$ cat src/rtl/sm83_regbank.sv
// sm83_regbank: two-bank SM83 register-pair file with read ports, write port and increment/decrement unit
module sm83_regbank #(
  parameter int WORD_SIZE = 8,
  parameter int NUM_PAIRS = 6,
  parameter int NUM_BANKED = 4,
  parameter int MASK_PAIR = 3,
  parameter logic [WORD_SIZE-1:0] MASK_LO = 'hf0,
  parameter bit BYPASS = 1'b0,
  localparam int SW = $clog2(NUM_PAIRS),
  localparam int PW = 2 * WORD_SIZE
) (
  input  logic          clk_i,
  input  logic          reset_i,
  input  logic [SW-1:0] rd_a_sel_i,
  output logic [PW-1:0] rd_a_o,
  input  logic [SW-1:0] rd_b_sel_i,
  output logic [PW-1:0] rd_b_o,
  input  logic [SW-1:0] wr_sel_i,
  input  logic          wr_hi_we_i,
  input  logic          wr_lo_we_i,
  input  logic [PW-1:0] wr_data_i,
  input  logic [SW-1:0] inc_sel_i,
  input  logic          inc_en_i,
  input  logic          inc_dec_i,
  output logic [PW-1:0] inc_out_o,
  input  logic          bank_swap_i,
  output logic          bank_o,
  output logic          collide_o
);
  localparam logic [SW:0] NP = (SW+1)'(NUM_PAIRS);
  localparam logic [SW:0] NB = (SW+1)'(NUM_BANKED);
  localparam logic [SW:0] MP = (SW+1)'(MASK_PAIR);
  localparam int N = 2 ** (SW + 1);
  logic [PW-1:0] regs_q [N];
  logic [PW-1:0] regs_d [N];
  logic          bank_q, collide_q;
  logic          wr_v, inc_v, clash;
  logic [PW-1:0] wmask, inc_base;
  // Storage slot {bank, pair}; shared pairs always live in bank 0.
  function automatic logic [SW:0] addr(input logic [SW-1:0] s, input logic b);
    return {b && ({1'b0, s} < NB), s};
  endfunction
  // Bits that exist for a pair: none for out-of-range selects, masked low half for the flags pair.
  function automatic logic [PW-1:0] mask(input logic [SW-1:0] s);
    return ({1'b0, s} >= NP) ? '0 : ({1'b0, s} == MP) ? {{WORD_SIZE{1'b1}}, MASK_LO} : '1;
  endfunction
  // Read value with optional forwarding of the halves selected by bm.
  function automatic logic [PW-1:0] rd(input logic [SW-1:0] s, input logic [PW-1:0] v,
                                       input logic [PW-1:0] bm, input logic [PW-1:0] wd);
    return ((v & ~bm) | (wd & bm)) & mask(s);
  endfunction
  assign wmask = {{WORD_SIZE{wr_hi_we_i}}, {WORD_SIZE{wr_lo_we_i}}};
  assign rd_a_o = rd(rd_a_sel_i, regs_q[addr(rd_a_sel_i, bank_q)],
                     (BYPASS && rd_a_sel_i == wr_sel_i) ? wmask : '0, wr_data_i);
  assign rd_b_o = rd(rd_b_sel_i, regs_q[addr(rd_b_sel_i, bank_q)],
                     (BYPASS && rd_b_sel_i == wr_sel_i) ? wmask : '0, wr_data_i);
  assign inc_base = regs_q[addr(inc_sel_i, bank_q)] & mask(inc_sel_i);
  assign inc_out_o = inc_base + (inc_dec_i ? '1 : PW'(1));
  assign bank_o = bank_q;
  assign collide_o = collide_q;
  // Next-state: the write owns its pair on a conflict and the increment is dropped.
  always_comb begin
    regs_d = regs_q;
    wr_v = (wr_hi_we_i || wr_lo_we_i) && ({1'b0, wr_sel_i} < NP);
    inc_v = inc_en_i && ({1'b0, inc_sel_i} < NP);
    clash = wr_v && inc_v && wr_sel_i == inc_sel_i;
    if (inc_v && !clash) regs_d[addr(inc_sel_i, bank_q)] = inc_out_o & mask(inc_sel_i);
    if (wr_v) regs_d[addr(wr_sel_i, bank_q)] = rd(wr_sel_i, regs_q[addr(wr_sel_i, bank_q)], wmask, wr_data_i);
  end
  // State update; reset clears everything immediately and beats any same-cycle activity.
  always_ff @(posedge clk_i or posedge reset_i) begin
    if (reset_i) begin
      regs_q <= '{default: '0};
      bank_q <= 1'b0;
      collide_q <= 1'b0;
    end else begin
      regs_q <= regs_d;
      bank_q <= bank_q ^ bank_swap_i;
      collide_q <= clash;
    end
  end
endmodule

$ cat config.mk
export PLATFORM = sky130hd
export DESIGN_NAME = sm83_regbank
export DESIGN_NICKNAME = d
export VERILOG_FILES = /design/src/rtl/sm83_regbank.sv
export SDC_FILE = /design/constraint.sdc
export NUM_CORES = 1
export LEC_CHECK = 0
export CAP_MARGIN = 10
export CORE_MARGIN = 3
export CORE_UTILIZATION = 55
export CTS_CLUSTER_DIAMETER = 30
export CTS_CLUSTER_SIZE = 16
export DETAILED_ROUTE_END_ITERATION = 12
export MAX_ROUTING_LAYER = met4
export PLACE_DENSITY = 0.88
export SLEW_MARGIN = 20
export SYNTH_ARGS = -nofsm -noshare
export SYNTH_HDL_FRONTEND = slang
export SYNTH_SLANG_ARGS = --single-unit
$ cat constraint.sdc
create_clock -name clk_i -period 5.8 [get_ports clk_i]
set_input_delay 0.87 -clock clk_i [delete_from_list [all_inputs] [get_ports clk_i]]
set_output_delay 0.87 -clock clk_i [all_outputs]
set_load 0.02 [all_outputs]
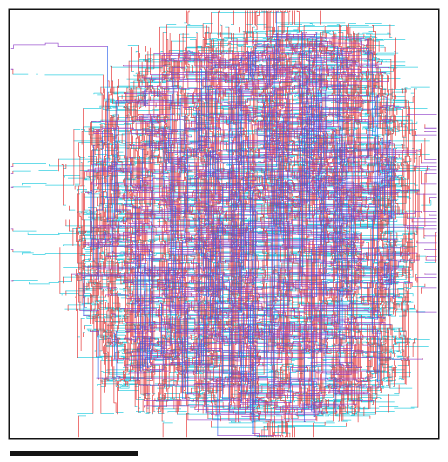
Run 1: routed metal, one colour a layer
The bar under the picture is 50 um long.
Cyan shows M1, wire length 18400 um. Purple shows M3, wire length 11100 um. Blue shows M4, wire length 5370 um. Red shows M2, wire length 23.1 mm.
routed wire length: 57.9 mm
aggregate global-route resource usage: 41.5%
detailed-route wire length per cell: 31.6 um
vias: 14900

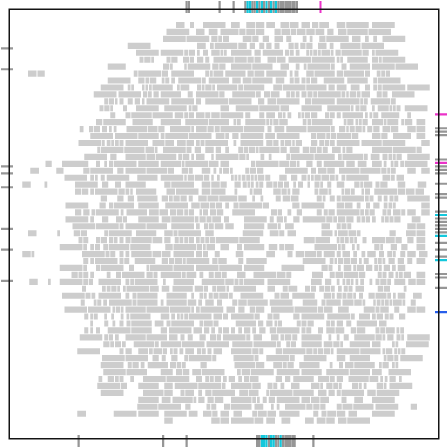
Run 1: pin map
Pins as bars across the die edge, other pins in grey.
Magenta shows inc_sel_i, pins 3, direction input, edge 2 east, 1 north. Cyan shows rd_b_o, pins 16, direction output, edge 7 north, 6 south, 3 east. Blue shows inc_dec_i, pins 1, direction input, edge east.
All pins by edge: 28 north, 28 east, 21 south, 8 west.

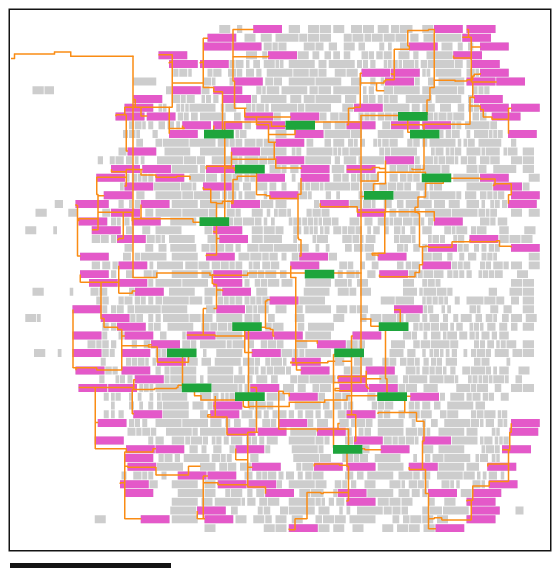
Run 1: clock network drawn from the DEF
The bar under the picture is 50 um long.
Orange shows clock wires, length 2410 um. Magenta shows flip-flops, count 176. Green shows clock-net drivers, count 17.
Position of the flops: all over the die. There are 18 routed clock nets.
clock group total power: 1.14 mW
Fin Clk Skew: 13.5 ps
clock power share: 13.8%
clk ins delay skew pair: 450 ps

==> Changelog: implementation, run 1 <==
### Changed

- Vertical die dimension: 168 um
- Number of standard cells reported by yosys: 1484
- Crit path arrival time: 4880 ps
- Dominant synthesized flop cell: dfrtp_1
- Post-synth EDFFs: 0
- Critical-path maximum fanout: 19
- PostCTS Resize Cnt: 1
- Maximum number of pins on one net before global-route repair: 103
- Launch point of the critical path: inc_sel_i[1]
- Post-DP HPWL: 37.9 mm
- First-pass GRT wire length: 85.9 mm
- Share of async-settable or async-resettable flops after synthesis: 100%
- Capturing element of the worst setup path: inc_out_o[13]
- Class of the tightest hold or removal check: reg -> reg
- Final hold violations: 0
- Residual DRC count: 0
- Core footprint: 25500 sq um
- Maximum level of the CTS H-tree: 4
- Synthesized area divided by synthesized cell count: 9.69 sq um
- Flip-flop and latch count after synthesis: 176
- Distinct cell type count of the synthesized netlist: 66
- Combinational-cell power consumption: 4.62 mW
- Share of the clock period used by the worst path: 99.1%
- Met2 track demand over resource in global routing: 55.2%
- Highest clock rate: 174 MHz
- Worst stage delay on the critical path: 640 ps
- Status: finished clean
- Count of buffers added by post-CTS timing repair for setup: 0
- Crit path capture type: primary output
- Clk sinks: 176
- Mapped Area: 14400 sq um
- Antenna fix cells: 0
- Sw Ratio: 45.7%
- Via count of the first global-routing pass: 14400
- Post-place instance area: 15500 sq um
- Global-route track usage on met1: 50.0%
- Maximum Capacitance Violations: 0
- Fin area: 16100 sq um
-- run 1: synth_stat cells (all sizes together), types with 3 or more instances --
cell type and count:
a221o 12, nor2b 10, mux4 128, mux2i 110
a41oi 3, nand2 86, o21a 14, a211oi 42
nand2b 6, o2111ai 11, o31ai 22, clkbuf 123
and2 23, nand4 3, o22ai 45, o21ai 85
a211o 3, a21oi 152, xnor2 6, nor3 12
a21o 6, inv 14, nand3 55, mux2 17
or3 9, dfrtp 176, nor2 102, buf 40
a22oi 29, and3 54, xor2 6, a31oi 26
ha 14, o211ai 12
-- run 1: metal layers --
layer  vias to the layer above  wire length [um]
met2                      1724             23100
met1                      6907             18400
met3                       538             11100
met4                         0              5370
met5                         -                 0
li1                       5770                 -
-- run 1: final cells by class --
class / count / share of cell area, %
clock buffers: 19 / 2.81
inverters: 15 / 0.380
repair buffers: 150 / 8.40
well taps: 330 / 2.56
multi-input cells: 1130 / 57.9
clock inverters: 12 / 0.620
flip-flops and latches: 176 / 27.3
-- run 1: flip-flops by register name, summed over array words and instances (netlist names) --
register	count
regs_q	174
bank_o	1
collide_o	1
-- run 1: worst min-delay path by stage --
stage	to	slack [ps]	cells after the start
finish	regs_q[150]	380	0
global route	regs_q[132]	390	0
CTS	regs_q[150]	380	0
detailed placement	regs_q[152]	360	0
global placement	regs_q[148]	360	0
floorplan	regs_q[148]	420	1
-- run 1: logic make-up (layout without fill, tap and decap cells) --
kind of cell | Yosys count | after routing | share of synthesized area [%]
simple gates | 371 | 371 | 12.4
flops | 176 | 176 | 30.6
mux | 255 | 255 | 29.0
buf+inv | 178 | 196 | 4.94
fa+ha+maj | 15 | 15 | 1.36
xor+xnor | 12 | 12 | 0.731
compound gates | 477 | 477 | 20.9
==> run 2, diff against run 1 <==
Settings changed: SLEW_MARGIN 20 to 25.
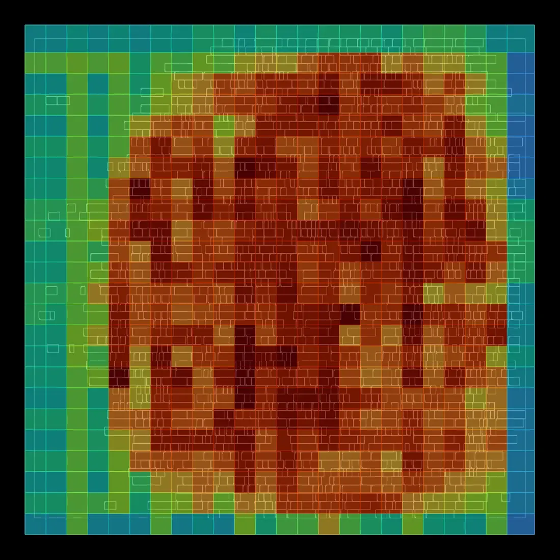
Run 2: track usage over the die
met2 track demand over resource in global routing: 55.2%
global-route track usage on met1: 50.0%
detailed-route wire length per cell: 31.7 um

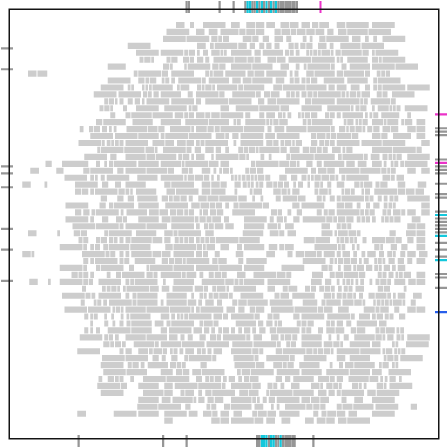
Run 2: pin map
Pins as bars across the die edge, other pins in grey.
Cyan shows rd_b_o, pins 16, direction output, edge 7 north, 6 south, 3 east. Blue shows inc_dec_i, pins 1, direction input, edge east. Magenta shows inc_sel_i, pins 3, direction input, edge 2 east, 1 north.
All pins by edge: 28 north, 28 east, 21 south, 8 west.
Die Width: 168 um
count of input and output buffers: 84
vertical die dimension: 168 um

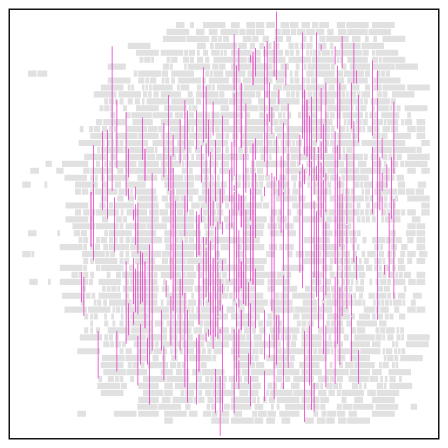
Run 2: metal 4
The longest straight run is 103 um. 126 nets have wire on it. The layer holds 8.8% of the routed length.

==> run 2 against run 1 <==
Net effect:
- largest power group unchanged
- clock power about the same
- power about the same
- design area barely moved
- global-route usage unchanged
- synthesized cell count unchanged
- flip-flop count is the same
- die size stayed put
- final cell count increased by 0.11%
- area after synthesis did not move
- utilization increased by 0.059 points
- clock skew decreased by 0.96 ps
- highest routed layer unchanged
==> Changelog: implementation, run 2 <==
### Changed

- Largest Pwr Group: combinational cells
- Wl on met1: 18.5 mm (+0.96%)
- Worst stage delay on the critical path: 640 ps (about the same)
- Top layer in use: met4
- Maximum Capacitance Violations: 0 (unchanged)
- Post-DP HPWL: 37.9 mm (unchanged)
- Detailed-route vias per instance: 8.13
- Number of standard cells reported by yosys: 1484 (unchanged)
- Met3 WL: 11.3 mm (+1.5%)
- Aggregate negative setup slack: 0 ps
- Portion of total power attributed to combinational logic: 56.1%
- Post-synth EDFFs: 0 (unchanged)
- Count leader, synth: dfrtp_1
- Routed wire length: 58.2 mm (+0.43%)
- Class of the tightest hold or removal check: reg -> reg
- Largest register FFs: 174 (unchanged)
- Clk sinks: 176 (unchanged)
- Clock tree root buffer cell: clkbuf_16
- Layout fillers: 1889
- Clock group total power: 1.15 mW (about the same)
- Core footprint: 25500 sq um (unchanged)
- Synthesis area per yosys: 14400 sq um
- Count of buffers added by post-CTS timing repair for setup: 0 (unchanged)
- Slew headroom: 21.1%
- Warnings, synthesis: 0
- Clk ins delay skew pair: 460 ps (about the same)
- CTS tree: yes
- Met2 wirelength from detailed routing: 23.2 mm (+0.61%)
- Most instantiated cells after synthesis: 176 x dfrtp_1, 152 x a21oi_1, 128 x mux4_2
- Synth area leader: dfrtp_1
- Busiest layer in global routing: met2
- Critical-path maximum fanout: 19 (unchanged)
- P per Cell Area: 510 nW/um^2
- Area used by sequential logic in the layout: 4410 sq um
- Most flop-heavy register: regs_q
- Cell count after placement: 1801
- Area growth syn-to-layout: 12.3%
- Share of async-settable or async-resettable flops after synthesis: 100% (unchanged)
- Highest clock rate: 174 MHz (-0.19%)
- Number of logged tool warnings: 29
- First-pass GRT wire length: 85.9 mm (unchanged)
- Number of nets in the layout: 1540
- Residual antenna-violating net count after detailed routing: 0
- Synthesized area divided by synthesized cell count: 9.69 sq um (unchanged)
- Sw Ratio: 45.7% (+0.047 points)
- Crit path time final: 5760 ps
- Slowest-stage cell, CP: clkdlybuf4s50_1
- Status: finished clean
- Residual DRC count: 0 (unchanged)
- List of cells traversed by the critical path: buf_2 > buf_4 > inv_1 > nand2_1 > buf_4 > o22ai_1 > ha_1 > nand4_1 > a2111oi_0 > a211oi_1 > o22ai_1 > and3_4 > clkdlybuf4s50_1
- Cell family with most CP delay: buffers and inverters
- Post-route worst hold slack: 380 ps
- Vias: 14900 (-0.24%)
- Distinct cell type count of the synthesized netlist: 66 (unchanged)
- Setup violation total in the final timing report: 0
- Number of iterations in the first detailed-routing pass: 7
- Classification of the worst setup path: in -> out
- Internal power of the cells: 4.48 mW
- Crit path capture type: primary output
- Share of the clock period used by the worst path: 99.3% (+0.18 points)
- Inserted Clock Buffers: 17
- Final hold violations: 0 (unchanged)
- Fin Clk Skew: 12.6 ps (-0.964 ps)
- Transition time at the pin with the least slew margin: 1180 ps
- Maximum level of the CTS H-tree: 4 (unchanged)
- Buffer levels on the longest clock path: 2
- Overall power of the completed layout: 8.25 mW
- Via count of the first global-routing pass: 14400 (unchanged)
- Flip-flop and latch count after synthesis: 176 (unchanged)
- Maximum number of pins on one net before global-route repair: 103 (unchanged)
- Core utilization at floorplan: 56.5%
- Clock power share: 13.9% (about the same)
- Grt met3 use: 19.9%
- Most common logic cell in the routed design: dfrtp_1
- PostCTS Resize Cnt: 1 (unchanged)
- Dominant synthesized flop cell: dfrtp_1
- Synthesized Nets: 1534
- Required @ worst endpoint: 4930 ps
- Mapped Area: 14400 sq um (unchanged)
- Final-report max-slew violation count: 0
- Combinational-cell power consumption: 4.62 mW (about the same)
- Worst IR drop on VDD: 0.352 mV
- Aggregate global-route resource usage: 41.5% (unchanged)
- Crit path arrival time: 4890 ps (about the same)
- Standard-cell row count: 58
-- run 2: cell count changes in the layout (fill, tap and decap cells not counted), sizes merged --
cell,before,now
diode,0,2
-- run 2: per-stage QoR --
stage	setup slack, ps	instance area (sq um)	util (%)
2_1_floorplan	156	14400	-
3_3_place_gp	29.1	15500	61.0
3_5_place_dp	-37.1	15500	61.0
4_1_cts	112	16100	63.2
5_1_grt	4.01	16200	63.4
6_report	40.6	16200	63.4
-- run 2: worst paths after layout --
path	from	to	slack, ps	cells after the start
setup reg to reg	bank_o	regs_q[124]	1480	12
hold / removal	regs_q[132]	regs_q[132]	380	0
setup / recovery	inc_sel_i[1]	inc_out_o[13]	40	13
min in group asynchronous	reset_i	regs_q[82]	960	2
max in group asynchronous	reset_i	regs_q[169]	3740	3
hold reg to reg	regs_q[132]	regs_q[132]	380	0
-- run 2: worst reg2reg max path, stage by stage (launching register included) --
cell and delay (ps):
dfrtp_4 770, mux2_2 480, a32oi_2 230, and2_1 190, inv_1 60, fa_1 490, a211oi_4 350, o21ai_0 180
a221oi_1 460, xor2_2 250, buf_4 250, o31ai_1 340, o21a_1 200
-- run 2: final cells by class --
class / instances / area share (%)
Timing Repair Buffer: 150 / 8.39
Inverter: 15 / 0.395
Sequential cell: 176 / 27.3
Clock buffer: 19 / 2.80
Antenna cell: 2 / 0.0310
Multi-Input combinational cell: 1130 / 57.9
Clock inverter: 12 / 0.619
Tap cell: 330 / 2.56
-- run 2: kinds of logic (layout without fill, tap and decap cells) --
kind of cell / after synthesis / after routing / synth area share [%]
compound gates: 477 / 477 / 20.9
xor+xnor: 12 / 12 / 0.731
fa+ha+maj: 15 / 15 / 1.36
buf+inv: 178 / 196 / 4.94
flops: 176 / 176 / 30.6
mux: 255 / 255 / 29.0
other cells: 0 / 2 / 0
simple gates: 371 / 371 / 12.4
Power figures rest on the tool's default switching activity, not on a simulated workload.
